==> config.mk <==
export PLATFORM = sky130hd
export DESIGN_NAME = ksa
export DESIGN_NICKNAME = d
export VERILOG_FILES = /design/src/rtl/ksa.sv
export SDC_FILE = /design/constraint.sdc
export NUM_CORES = 1
export LEC_CHECK = 0
export CELL_PAD_IN_SITES_DETAIL_PLACEMENT = 0
export CELL_PAD_IN_SITES_GLOBAL_PLACEMENT = 2
export CORE_ASPECT_RATIO = 1.75
export CORE_UTILIZATION = 28
export DETAILED_ROUTE_END_ITERATION = 10
export PLACE_DENSITY = 0.73
export SYNTH_ARGS = -nofsm -noshare
export SYNTH_HDL_FRONTEND = slang
export SYNTH_SLANG_ARGS = --single-unit
==> constraint.sdc <==
create_clock -name clk -period 3.1 [get_ports clk]
set_input_delay 0.465 -clock clk [delete_from_list [all_inputs] [get_ports clk]]
set_output_delay 0.465 -clock clk [all_outputs]
set_load 0.005 [all_outputs]
==> src/rtl/ksa.sv <==
// ARC4 key-schedule engine: walks an external identity-initialised S memory,
// one read-read-write-write iteration per index, six cycles per index.
module ksa (
    input  logic        clk,
    input  logic        rst,
    input  logic        en,
    input  logic [23:0] key,
    input  logic [7:0]  rdddata,
    output logic        rdy,
    output logic [7:0]  addr,
    output logic [7:0]  wrdata,
    output logic        wren
);

    typedef enum logic [2:0] {
        IDLE,
        RD_I,
        CAP_I,
        RD_J,
        CAP_J,
        WR_I,
        WR_J
    } state_t;

    state_t      state_q, state_d;
    logic [7:0]  i_q, i_d;
    logic [7:0]  j_q, j_d;
    logic [7:0]  si_q, si_d;
    logic [7:0]  sj_q, sj_d;
    logic [23:0] key_q, key_d;
    logic [1:0]  kidx_q, kidx_d;

    // Byte 0 of the key sits in the most significant byte.
    function automatic logic [7:0] key_byte(input logic [23:0] k, input logic [1:0] idx);
        logic [7:0] b;
        case (idx)
            2'd0:    b = k[23:16];
            2'd1:    b = k[15:8];
            2'd2:    b = k[7:0];
            default: b = 8'd0;
        endcase
        return b;
    endfunction

    always_comb begin
        state_d = state_q;
        i_d     = i_q;
        j_d     = j_q;
        si_d    = si_q;
        sj_d    = sj_q;
        key_d   = key_q;
        kidx_d  = kidx_q;
        rdy     = 1'b0;
        addr    = 8'd0;
        wrdata  = 8'd0;
        wren    = 1'b0;

        case (state_q)
            IDLE: begin
                rdy = 1'b1;
                if (en) begin
                    key_d   = key;
                    i_d     = 8'd0;
                    j_d     = 8'd0;
                    kidx_d  = 2'd0;
                    state_d = RD_I;
                end
            end
            RD_I: begin
                addr    = i_q;
                state_d = CAP_I;
            end
            CAP_I: begin
                si_d    = rdddata;
                j_d     = j_q + rdddata + key_byte(key_q, kidx_q);
                state_d = RD_J;
            end
            RD_J: begin
                addr    = j_q;
                state_d = CAP_J;
            end
            CAP_J: begin
                sj_d    = rdddata;
                state_d = WR_I;
            end
            WR_I: begin
                addr    = i_q;
                wrdata  = sj_q;
                wren    = 1'b1;
                state_d = WR_J;
            end
            WR_J: begin
                addr   = j_q;
                wrdata = si_q;
                wren   = 1'b1;
                // i stops at 255 rather than wrapping; that is the end-of-run marker.
                if (i_q == 8'hFF) begin
                    state_d = IDLE;
                end else begin
                    i_d     = i_q + 8'd1;
                    kidx_d  = (kidx_q == 2'd2) ? 2'd0 : kidx_q + 2'd1;
                    state_d = RD_I;
                end
            end
            default: state_d = IDLE;
        endcase
    end

    always_ff @(posedge clk) begin
        if (rst) begin
            state_q <= IDLE;
            i_q     <= 8'd0;
            j_q     <= 8'd0;
            si_q    <= 8'd0;
            sj_q    <= 8'd0;
            key_q   <= 24'd0;
            kidx_q  <= 2'd0;
        end else begin
            state_q <= state_d;
            i_q     <= i_d;
            j_q     <= j_d;
            si_q    <= si_d;
            sj_q    <= sj_d;
            key_q   <= key_d;
            kidx_q  <= kidx_d;
        end
    end

endmodule

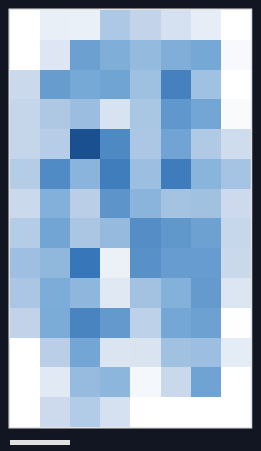
Fig. 1. Cell density map (run 1).
The bar under the picture is 20 um long. 8 x 14 tiles, from white (low) to dark blue (high), 0 to 100% covered.
nearly empty tiles	12%
densest ninth of the die	centre
tiles over 75% full	0.90%

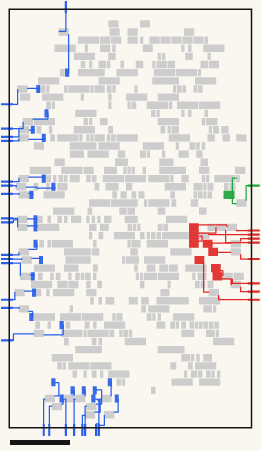
Fig. 2. I/O nets highlighted (run 1).
The bar under the picture is 20 um long.
port	colour	bits	direction	edge	end cells	buffers	wire
key	blue	24	input	15 left, 8 bottom, 1 top	24	24	267 um
rdy	green	1	output	right	1	1	17.3 um
addr	red	8	output	right	8	8	117 um
number of input and output port buffers inserted: 52
total I/O pin count: 53

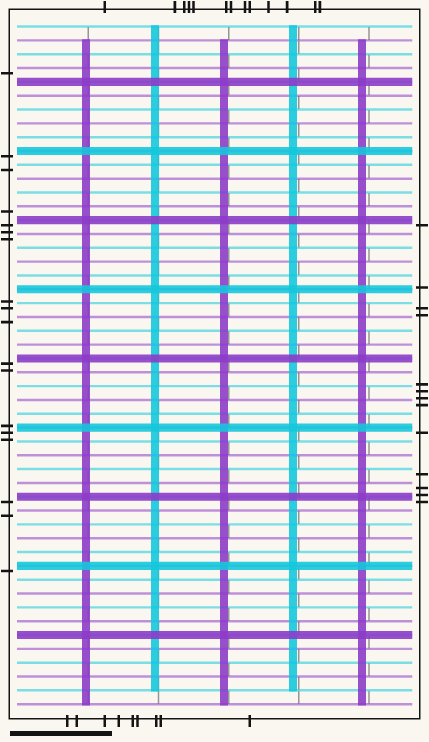
Fig. 3. Supply network (run 1).
The bar under the picture is 20 um long. Pins as bars on the die edge. Tap cells in grey.
net	colour
VSS	purple
VDD	cyan
tap cells	127
met1 rails	50
met4 straps	5
rows	49
met5 straps	9
width of the die: 80.4 um
placeable core region: 10,400 um2
vertical die size: 139 um
Worst VDD drop: 0.287 mV

[run 1: logic make-up (layout without fill, tap and decap cells)]
kind of cell	after synthesis	in the layout	share of synthesized area
AND/OR/NAND/NOR	160	160	0.225
AND-OR/OR-AND	80	80	0.159
flip-flops	61	61	0.405
buffers and inverters	31	83	0.0432
multiplexers	17	17	0.0569
adder cells (fa/ha/maj)	15	15	0.0822
XOR/XNOR	10	10	0.0291
[run 1: flip-flops by register name (all words and copies together) (netlist names)]
register  flops
si_q          8
i_q           8
state_q       3
j_q           8
key_q        24
sj_q          8
kidx_q        2
[run 1: metal layers]
layer,vias to the layer above,part of all wire
li1,1361,-
met3,14,0.030
met1,1239,0.42
met5,-,0
met4,0,0.029
met2,47,0.52
==> summary.log, run 1 <==
INFO  layout         area_occupied_by_registers=1220um2
INFO  layout         nonClockBufferCount=61
INFO  sta            worstMarginPinSlew=1090ps
INFO  min_path       cells_on_worst_hold_path=2
INFO  layout         logic_area=1660um2
INFO  placed_design  dpl.cell_count=539
INFO  sta            setup-tns-final=0ps
INFO  grt            use_met2=0.285
INFO  drt            wl_per_cell=15.0um
INFO  pwr            switching_power=0.000527W
INFO  pwr            p_seq_frac=0.397
INFO  layout         lay_top_cells=88 x sky130_fd_sc_hd__nand2_1, 60 x sky130_fd_sc_hd__dfxtp_1, 51 x sky130_fd_sc_hd__clkdlybuf4s50_1
INFO  grt            groute.usage.overall=0.163
INFO  pwr            p_leak=1.37nW
INFO  sta            slew_violations=0
INFO  min_path       hold_end=si_q[1]$_SDFFE_PP0P_
INFO  grt            grt_max_degree=59
INFO  setup_path     reg2regPathDepth=12
INFO  outcome        run_status=finished clean
INFO  layout         largest_cell_class_by_area=logic gates
INFO  sta            fin_crit=2830ps
INFO  pwr            power_combinational=0.000300W
INFO  clock_network  cts_buffers=9
INFO  yosys          yosysTopAreaCell=sky130_fd_sc_hd__dfxtp_1
INFO  die            rows=49
INFO  setup_path     worst_ep_required_time=3360ps
INFO  clock_network  cts.hold.buffers_added=0
INFO  drt            via_per_inst=4.81
INFO  yosys          flop_cell=sky130_fd_sc_hd__dfxtp_1
INFO  setup_path     worstPathCellList=nor2b_2, nand2_1, o21ai_0, fa_1, ha_1, inv_1, fa_1, nor2b_1, o31ai_1, a21oi_1, or4_1, nand3_1
INFO  clock_network  path_clk_slew=50ps
INFO  yosys          post_synth.cell_area_avg=8.06um2
INFO  grt            grt.met3_usage=0.0348
INFO  setup_path     critical_path.endpoint=j_q[7]$_SDFFE_PP0P_
INFO  drt            drt-pass1-iter-count=4
INFO  clock_network  insertion_delay=330ps
INFO  layout         non_clock_buffer_area_share=0.147
INFO  setup_path     worst_path_most_repeated_cell=sky130_fd_sc_hd__fa_1
INFO  layout         post-route-util=0.382
INFO  yosys          synthTopCellsByArea=sky130_fd_sc_hd__dfxtp_1 41%, sky130_fd_sc_hd__nand2_1 11%, sky130_fd_sc_hd__a21oi_1 7.1%
INFO  layout         post_route_cells_drive_above_1_share=0.0657
INFO  grt            number_of_global_route_vias_before_repair=2,696
INFO  sta            clock_skew=5.94ps
INFO  job            cap_violations=0
INFO  pwr            clkPwrFrac=0.464
INFO  layout         clockNetworkAreaShare=0.0758
INFO  layout         final_net_count=473
INFO  sta            worst_slack=269ps
INFO  drt            detail_route.drc_violations=0
INFO  yosys          yosys_area=3010um2
INFO  sta            timing.final.setup_violations=0
INFO  setup_path     r2r-end=j_q[7]$_SDFFE_PP0P_
INFO  job            tool_warnings=26
INFO  setup_path     cp-startpoint=kidx_q[0]$_SDFFE_PP0P_
INFO  layout         synthToLayoutAreaGrowth=31.4%
INFO  sta            hold_violations=0
INFO  yosys          syn-instance-count=374
INFO  layout         nonClockInverterCount=8
INFO  setup_path     worst-endpoint-arrival=3100ps
INFO  sta            rsz0062_at_grt=false
INFO  pwr            power.internal=0.00164W
INFO  clock_network  cts.sinks=61
INFO  yosys          synth.most_common_cell=sky130_fd_sc_hd__nand2_1
INFO  yosys          asyncSetResetFlopFracSynth=0
INFO  placed_design  place_hpwl=6130um
INFO  grt            gr-usage-met1=0.181
INFO  yosys          ys.warnings.count=0
INFO  pwr            total_power_after_layout=0.00217W
INFO  layout         most_common_cell_after_layout_fill_and_taps_aside=sky130_fd_sc_hd__nand2_1
INFO  sta            min_period_over_period=0.913
INFO  clock_network  tritoncts=yes
INFO  setup_path     timing.critical_path.from_type=flip-flop
INFO  pwr            top_power_group=the clock network
INFO  setup_path     critPathBufInv=1
INFO  setup_path     critPathMaxFanout=12
INFO  sta            relSlewSlack=0.274
INFO  pwr            sw_frac_of_total=0.243
INFO  yosys          synth_cell_type_count=41
INFO  placed_design  finalWeightedCongestion=0.738
INFO  clock_network  htree_num_levels=3
INFO  setup_path     critical_path_depth=12
INFO  die            floorplanUtilization=0.291
INFO  setup_path     crit_path_max_delay_cell_type=sky130_fd_sc_hd__fa_1
INFO  pwr            power_density=547nW/um2
INFO  layout         area.share.combinational=0.420
INFO  layout         multiInputCombCellCount=282
INFO  layout         layout.filler_cells=1,073
INFO  grt            antenna_found_initial=0
INFO  min_path       hold_path_startpoint=si_q[1]$_SDFFE_PP0P_
INFO  drt            drtIter0Drc=119
INFO  layout         post_route_cell_area=3960um2
INFO  placed_design  pre_cts_ws=-34.9ps
INFO  die            dieArea=11,200um2
INFO  setup_path     critPathMaxStageDelay=480ps
INFO  clock_network  postCtsResizedCells=1
INFO  pwr            sequential_power=0.000860W
INFO  grt            globalRoute.busiestLayer=met2
INFO  pwr            clock_power=0.00101W
INFO  drt            routed_wirelength=8320um
INFO  drt            antenna_violating_nets_post_route=0
INFO  min_path       hold_crit_path_type=reg -> reg
INFO  clock_network  postCtsSetupRepairBufs=0
INFO  yosys          top_cell_area_share=0.405
INFO  grt            grt_overflow=0
==> run 2: changes to the inputs <==
--- a/config.mk
+++ b/config.mk
@@ -5,12 +5,13 @@
 export SDC_FILE = /design/constraint.sdc
 export NUM_CORES = 1
 export LEC_CHECK = 0
+export ABC_AREA = 1
 export CELL_PAD_IN_SITES_DETAIL_PLACEMENT = 0
 export CELL_PAD_IN_SITES_GLOBAL_PLACEMENT = 2
 export CORE_ASPECT_RATIO = 1.75
-export CORE_UTILIZATION = 28
+export CORE_UTILIZATION = 30
 export DETAILED_ROUTE_END_ITERATION = 10
-export PLACE_DENSITY = 0.73
+export PLACE_DENSITY = 0.77
 export SYNTH_ARGS = -nofsm -noshare
 export SYNTH_HDL_FRONTEND = slang
 export SYNTH_SLANG_ARGS = --single-unit
==> constraint.sdc (replaced) <==
create_clock -name clk -period 2.9 [get_ports clk]
set_input_delay 0.435 -clock clk [delete_from_list [all_inputs] [get_ports clk]]
set_output_delay 0.435 -clock clk [all_outputs]
set_load 0.005 [all_outputs]
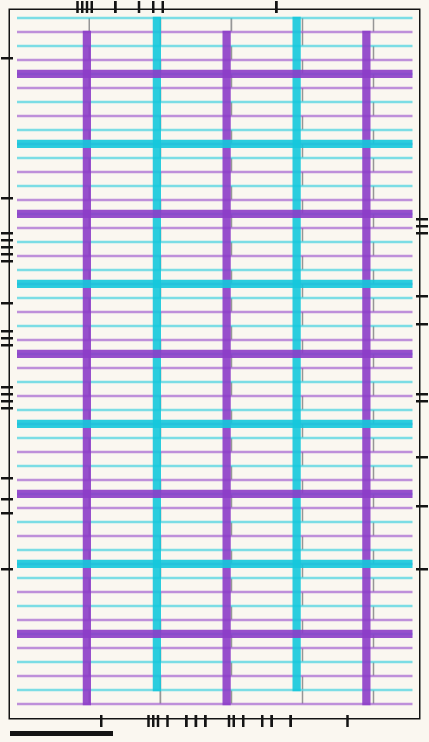
Fig. 4. Supply network (run 2).
The bar under the picture is 20 um long. Pins as bars on the die edge. Tap cells in grey.
net	colour
VSS	purple
VDD	cyan
rows	49
met5 straps	9
Worst VDD drop: 0.417 mV
vertical die size: 138 um
placeable core region: 10,200 um2

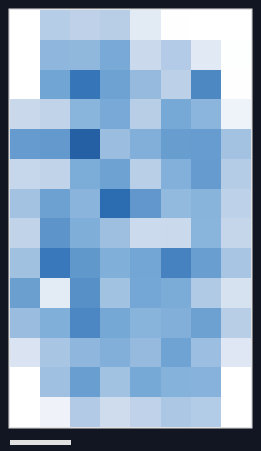
Fig. 5. Cell density map (run 2).
The bar under the picture is 20 um long. 8 x 14 tiles, from white (low) to dark blue (high), 0 to 100% covered.
tiles over 75% full	1.8%
emptiest ninth of the die	upper right
mean over tiles	37%
fullest tile	80%
nearly empty tiles	11%
floorplan-stage core utilization: 0.308
final design utilization: 0.411

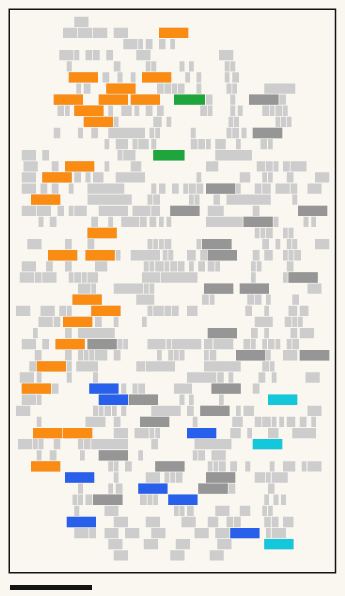
Fig. 6. Sequential cells grouped by signal name (run 2).
The bar under the picture is 20 um long. Other sequential cells in the stronger grey, the rest of the logic in the fainter grey.
netlist name	colour	placed flops
state_q	cyan	3
key_q	orange	24
kidx_q	green	2
sj_q	blue	8
not coloured	24

==> run 2 against run 1 <==
Against the previous run:
- maximum frequency up 5.0%
- critical path depth up 2
- setup slack worse by 66 ps
- die area fell by 2.4%
- register-to-register slack got worse by 70 ps
- clock-buffer cell count is the same
- clock power increased by about 20%
- wire length increased by 9.4%
==> summary.log, run 2 <==
INFO  sta            worstMarginPinSlew=455ps [was 1090 ps]
INFO  clock_network  postCtsSetupRepairBufs=0 [unchanged]
INFO  placed_design  place_hpwl=6870um [was 6130 um]
INFO  pwr            power_density=613nW/um2 [was 547 nW/um2]
INFO  pwr            power.internal=0.00189W [was 0.00164 W]
INFO  layout         logic_area=1680um2 [was 1660 um2]
INFO  setup_path     critPathMaxStageDelay=480ps [about the same]
INFO  pwr            sequential_power=0.000948W [was 0.000860 W]
INFO  layout         final_net_count=544 [was 473]
INFO  layout         lay_top_cells=72 x sky130_fd_sc_hd__nand2_1, 61 x sky130_fd_sc_hd__nor2_1, 59 x sky130_fd_sc_hd__dfxtp_1 [was 88 x sky130_fd_sc_hd__nand2_1, 60 x sky130_fd_sc_hd__dfxtp_1, 51 x sky130_fd_sc_hd__clkdlybuf4s50_1]
INFO  yosys          asyncSetResetFlopFracSynth=0 [unchanged]
INFO  yosys          flop_cell=sky130_fd_sc_hd__dfxtp_1 [unchanged]
INFO  clock_network  cts_buffers=9 [unchanged]
INFO  drt            antenna_violating_nets_post_route=0 [unchanged]
INFO  pwr            p_leak=1.72nW [was 1.37 nW]
INFO  pwr            power_combinational=0.000454W [was 0.000300 W]
INFO  placed_design  dpl.cell_count=610 [was 539]
INFO  setup_path     worst-endpoint-arrival=2900ps [was 3100 ps]
INFO  job            tool_warnings=26 [unchanged]
INFO  setup_path     critPathBufInv=4 [was 1]
INFO  sta            clock_skew=5.62ps [was 5.94 ps]
INFO  yosys          area_fraction_in_full_adders_half_adders_and_majority_gates=0.0787 [was 0.0822]
INFO  placed_design  portBuffers=52 [unchanged]
INFO  setup_path     crit_path_max_delay_cell_type=sky130_fd_sc_hd__fa_1 [unchanged]
INFO  yosys          mux_area_frac=0 [was 0.0569]
INFO  pwr            clock_power=0.00118W [was 0.00101 W]
INFO  sta            min_period_over_period=0.930 [was 0.913]
INFO  yosys          synth.logic.top_family=simple AND/OR/NAND/NOR gates [unchanged]
INFO  outcome        run_status=finished clean [unchanged]
INFO  yosys          yosysTopAreaCell=sky130_fd_sc_hd__dfxtp_1 [unchanged]
INFO  yosys          synthAoiAreaFrac=0.205 [was 0.159]
INFO  pwr            top_power_group=the clock network [unchanged]
INFO  pwr            total_power_after_layout=0.00258W [was 0.00217 W]
INFO  setup_path     r2r-end=j_q[5]$_SDFFE_PP0P_ [was j_q[7]$_SDFFE_PP0P_]
INFO  yosys          yosys_area=3150um2 [was 3010 um2]
INFO  sta            fin_crit=2700ps [was 2830 ps]
INFO  sta            hold_violations=0 [unchanged]
INFO  die            rows=49 [unchanged]
INFO  min_path       hold_crit_path_type=reg -> reg [unchanged]
INFO  clock_network  postCtsResizedCells=0 [was 1]
INFO  yosys          ys.warnings.count=0 [unchanged]
INFO  yosys          post_synth_and_or_nand_nor_area_fraction=0.246 [was 0.225]
INFO  yosys          post_synth.cell_area_avg=7.27um2 [was 8.06 um2]
INFO  pwr            switching_power=0.000683W [was 0.000527 W]
INFO  clock_network  path_clk_slew=50ps [about the same]
INFO  layout         synthToLayoutAreaGrowth=33.6% [was 31.4%]
INFO  grt            gr-usage-met1=0.200 [was 0.181]
INFO  grt            number_of_global_route_vias_before_repair=2,963 [was 2,696]
INFO  pwr            p_seq_frac=0.368 [was 0.397]
INFO  drt            via_per_inst=4.85 [was 4.81]
INFO  setup_path     timing.critical_path.from_type=flip-flop [unchanged]
INFO  placed_design  pre_cts_ws=0.242ps [was -34.9 ps]
INFO  yosys          synth_cell_type_count=33 [was 41]
INFO  grt            antenna_found_initial=0 [unchanged]
INFO  drt            drtIter0Drc=132 [was 119]
INFO  yosys          syn-instance-count=433 [was 374]
INFO  clock_network  cts.hold.buffers_added=0 [unchanged]
INFO  grt            grt_overflow=0 [unchanged]
INFO  clock_network  insertion_delay=330ps [about the same]
INFO  pwr            clkPwrFrac=0.456 [was 0.464]
INFO  job            cap_violations=0 [unchanged]
INFO  drt            wl_per_cell=14.5um [was 15.0 um]
INFO  layout         layout.filler_cells=1,104 [was 1,073]
INFO  yosys          xor_area_frac=0 [was 0.0291]
INFO  grt            groute.usage.overall=0.183 [was 0.163]
INFO  setup_path     cp-startpoint=kidx_q[0]$_SDFFE_PP0P_ [unchanged]
INFO  drt            routed_wirelength=9100um [was 8320 um]
INFO  drt            drt-pass1-iter-count=6 [was 4]
INFO  sta            worst_slack=204ps [was 269 ps]
INFO  layout         post_route_cells_drive_above_1_share=0.0922 [was 0.0657]
INFO  yosys          top_cell_area_share=0.388 [was 0.405]
INFO  min_path       hold_end=key_q[23]$_SDFFE_PP0P_ [was si_q[1]$_SDFFE_PP0P_]
INFO  grt            use_met2=0.337 [was 0.285]
INFO  setup_path     critPathMaxFanout=5 [was 12]
INFO  sta            timing.final.setup_violations=0 [unchanged]
INFO  sta            rsz0062_at_grt=false [unchanged]
INFO  grt            globalRoute.busiestLayer=met2 [unchanged]
INFO  setup_path     critical_path_depth=14 [was 12]
INFO  clock_network  htree_num_levels=3 [unchanged]
INFO  setup_path     worst_ep_required_time=3110ps [was 3360 ps]
[run 2: cell count changes after synthesis, sizes merged, moves of 7 or more]
cell    delta
o21ai     +46
inv       +44
nor2      +28
mux2i     -16
nand2     -14
xnor2     -10
a22o       -8
a22oi      -8
a32o       +8
nand3      +8
o221ai     +7
[run 2: area by class of cell]
type / instances / area share
flip-flops and latches: 61 / 0.291
well taps: 127 / 0.0378
clock inverters: 3 / 0.0161
repair buffers: 66 / 0.149
clock buffers: 13 / 0.0619
inverters: 52 / 0.0464
multi-input cells: 304 / 0.398
[run 2: metal layers]
| metal | up-vias | part of all wire |
|---|---|---|
| li1 | 1562 | - |
| met1 | 1402 | 0.40 |
| met2 | 56 | 0.54 |
| met3 | 15 | 0.029 |
| met4 | 0 | 0.022 |
| met5 | - | 0 |
==> run 3: changes to the inputs <==
--- a/config.mk
+++ b/config.mk
@@ -9,9 +9,11 @@
 export CELL_PAD_IN_SITES_DETAIL_PLACEMENT = 0
 export CELL_PAD_IN_SITES_GLOBAL_PLACEMENT = 2
 export CORE_ASPECT_RATIO = 1.75
+export CORE_MARGIN = 2
 export CORE_UTILIZATION = 30
 export DETAILED_ROUTE_END_ITERATION = 10
 export PLACE_DENSITY = 0.77
+export SKIP_CTS_REPAIR_TIMING = 1
 export SYNTH_ARGS = -nofsm -noshare
 export SYNTH_HDL_FRONTEND = slang
 export SYNTH_SLANG_ARGS = --single-unit
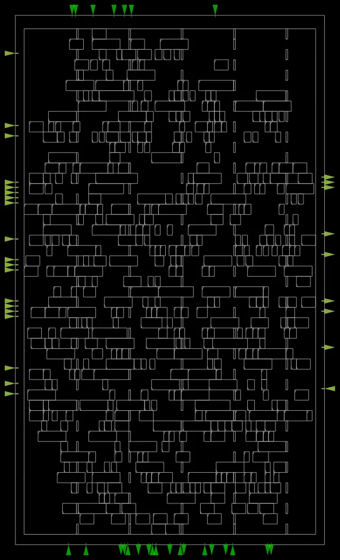
Fig. 7. Cell placement (run 3).
final design utilization: 0.407
number of standard cells in the layout, taps in and fillers out: 625
FILL cells: 1,102
Well Taps: 127

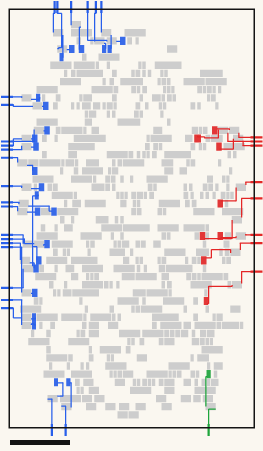
Fig. 8. I/O nets highlighted (run 3).
The bar under the picture is 20 um long.
port	colour	bits	direction	edge	end cells	buffers	wire
rdy	green	1	output	bottom	1	1	18.2 um
addr	red	8	output	right	8	8	130 um
key	blue	24	input	16 left, 6 top, 2 bottom	24	24	304 um

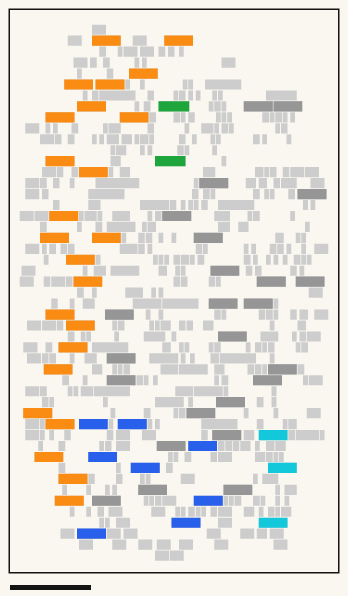
Fig. 9. Sequential cells grouped by signal name (run 3).
The bar under the picture is 20 um long. Other sequential cells in the stronger grey, the rest of the logic in the fainter grey.
netlist name	colour	placed flops
key_q	orange	24
kidx_q	green	2
state_q	cyan	3
sj_q	blue	8
not coloured	24
sequential power: 0.000946 W
sequential cell area share: 0.294
area occupied by registers: 1220 um2

==> run 3 against run 2 <==
Against the previous run:
- via count is 0.89% lower
- maximum frequency is 0.16% higher
- synthesized cell count stayed put
- clock-buffer cell count is 4 lower
- clock skew hardly changed
- utilization is 0.37 points lower
- worst hold slack better by 1.9 ps
- first-iteration DRC count is 28% higher
- design area is 0.89% lower
- combinational power hardly changed
- sequential cell count stayed put
- setup slack better by 4.4 ps
- largest power group unchanged
- highest routed layer unchanged
==> summary.log, run 3 <==
INFO  sta            timing.final.setup_violations=0 [unchanged]
INFO  yosys          post_synth_and_or_nand_nor_area_fraction=0.246 [unchanged]
INFO  sta            rsz0062_at_grt=false [unchanged]
INFO  setup_path     critPathBufInv=5 [was 4]
INFO  yosys          yosys_area=3150um2 [unchanged]
INFO  layout         multiInputCombCellCount=304 [unchanged]
INFO  setup_path     critical_path_depth=14 [unchanged]
INFO  pwr            clkPwrFrac=0.434 [was 0.456]
INFO  layout         lay_top_cells=72 x sky130_fd_sc_hd__nand2_1, 61 x sky130_fd_sc_hd__nor2_1, 59 x sky130_fd_sc_hd__dfxtp_1 [unchanged]
INFO  drt            route.top_layer_used=met4 [unchanged]
INFO  setup_path     worst_ep_required_time=3110ps [about the same]
INFO  pwr            power_combinational=0.000451W [was 0.000454 W]
INFO  die            boundaryPins=53 [unchanged]
INFO  yosys          asyncSetResetFlopFracSynth=0 [unchanged]
INFO  grt            gr-usage-met1=0.192 [was 0.200]
INFO  sta            relSlewSlack=0.571 [was 0.696]
INFO  die            floorplanUtilization=0.308 [unchanged]
INFO  drt            via_per_inst=4.81 [was 4.85]
INFO  yosys          synth.logic.top_family=simple AND/OR/NAND/NOR gates [unchanged]
INFO  pwr            clock_power=0.00107W [was 0.00118 W]
INFO  setup_path     worst-endpoint-arrival=2910ps [was 2900 ps]
INFO  grt            use_met2=0.304 [was 0.337]
INFO  pwr            switching_power=0.000711W [was 0.000683 W]
INFO  grt            antenna_found_initial=0 [unchanged]
INFO  min_path       hold_path_startpoint=key_q[23]$_SDFFE_PP0P_ [unchanged]
INFO  pwr            power.internal=0.00176W [was 0.00189 W]
INFO  sta            hold_violations=0 [unchanged]
INFO  layout         logic_area=1670um2 [was 1680 um2]
INFO  placed_design  finalWeightedCongestion=0.751 [was 0.794]
INFO  layout         number_of_flip_flops_under_the_largest_register_name=24 [unchanged]
INFO  pwr            max-vdd-ir-drop=0.310mV [was 0.417 mV]
INFO  layout         clockNetworkAreaShare=0.0723 [was 0.0779]
INFO  setup_path     r2r-end=j_q[5]$_SDFFE_PP0P_ [unchanged]
INFO  yosys          synth_cell_type_count=33 [unchanged]
INFO  yosys          post_synth.cell_area_avg=7.27um2 [unchanged]
INFO  grt            number_of_global_route_vias_before_repair=2,944 [was 2,963]
INFO  drt            routed_wirelength=9010um [was 9100 um]
INFO  setup_path     timing.critical_path.from_type=flip-flop [unchanged]
INFO  drt            drtIter0Drc=169 [was 132]
INFO  job            cap_violations=0 [unchanged]
INFO  grt            grt.met3_usage=0.0376 [was 0.0371]
INFO  pwr            power_density=593nW/um2 [was 613 nW/um2]
INFO  yosys          synthTopCellsByArea=sky130_fd_sc_hd__dfxtp_1 39%, sky130_fd_sc_hd__o21ai_0 8.9%, sky130_fd_sc_hd__nand2_1 8.6% [unchanged]
INFO  die            fp.coreArea=10,200um2 [unchanged]
INFO  pwr            p_seq_frac=0.383 [was 0.368]
INFO  layout         top_register=key_q [unchanged]
INFO  yosys          top_cell_area_share=0.388 [unchanged]
INFO  drt            detail_route.drc_violations=0 [unchanged]
INFO  layout         largest_cell_class_by_area=logic gates [unchanged]
INFO  clock_network  cts.sinks=61 [unchanged]
INFO  yosys          synth.most_common_cell=sky130_fd_sc_hd__nand2_1 [unchanged]
INFO  sta            clock_skew=5.47ps [was 5.62 ps]
INFO  die            rows=49 [unchanged]
INFO  die            fp.dieW=81.5um [was 79.5 um]
INFO  outcome        run_status=finished clean [unchanged]
INFO  sta            min_period_over_period=0.928 [was 0.930]
INFO  sta            fin_crit=2690ps [was 2700 ps]
INFO  yosys          syn-instance-count=433 [unchanged]
INFO  setup_path     crit_path_max_delay_cell_type=sky130_fd_sc_hd__fa_1 [unchanged]
INFO  clock_network  htree_num_levels=3 [unchanged]
INFO  drt            wl_met3=300um [was 263 um]
INFO  yosys          flop_cell=sky130_fd_sc_hd__dfxtp_1 [unchanged]
INFO  yosys          mux_area_frac=0 [unchanged]
INFO  layout         nonClockInverterCount=52 [unchanged]
INFO  setup_path     critPathMaxStageDelay=480ps [about the same]
INFO  yosys          xor_area_frac=0 [unchanged]
INFO  placed_design  portBuffers=52 [unchanged]
INFO  min_path       hold_crit_path_type=reg -> reg [unchanged]
INFO  placed_design  place_hpwl=6770um [was 6870 um]
## run 3: cell counts after synthesis
No cell type changed its count.
## run 3: through the flow
step / hold slack, ps / cell area (um2) / instances / setup TNS [ps] / worst slack [ps]
after floorplan: 424 / 3150 / 433 / 0 / 420
after global placement: 437 / 3860 / 609 / 0 / 52.9
after detailed placement: 445 / 3860 / 609 / -1.29 / -1.29
after CTS: 454 / 4160 / 625 / 0 / 163
after global routing: 468 / 4170 / 625 / 0 / 34.8
final: 449 / 4170 / 625 / 0 / 208
Power figures rest on the tool's default switching activity, not on a simulated workload.
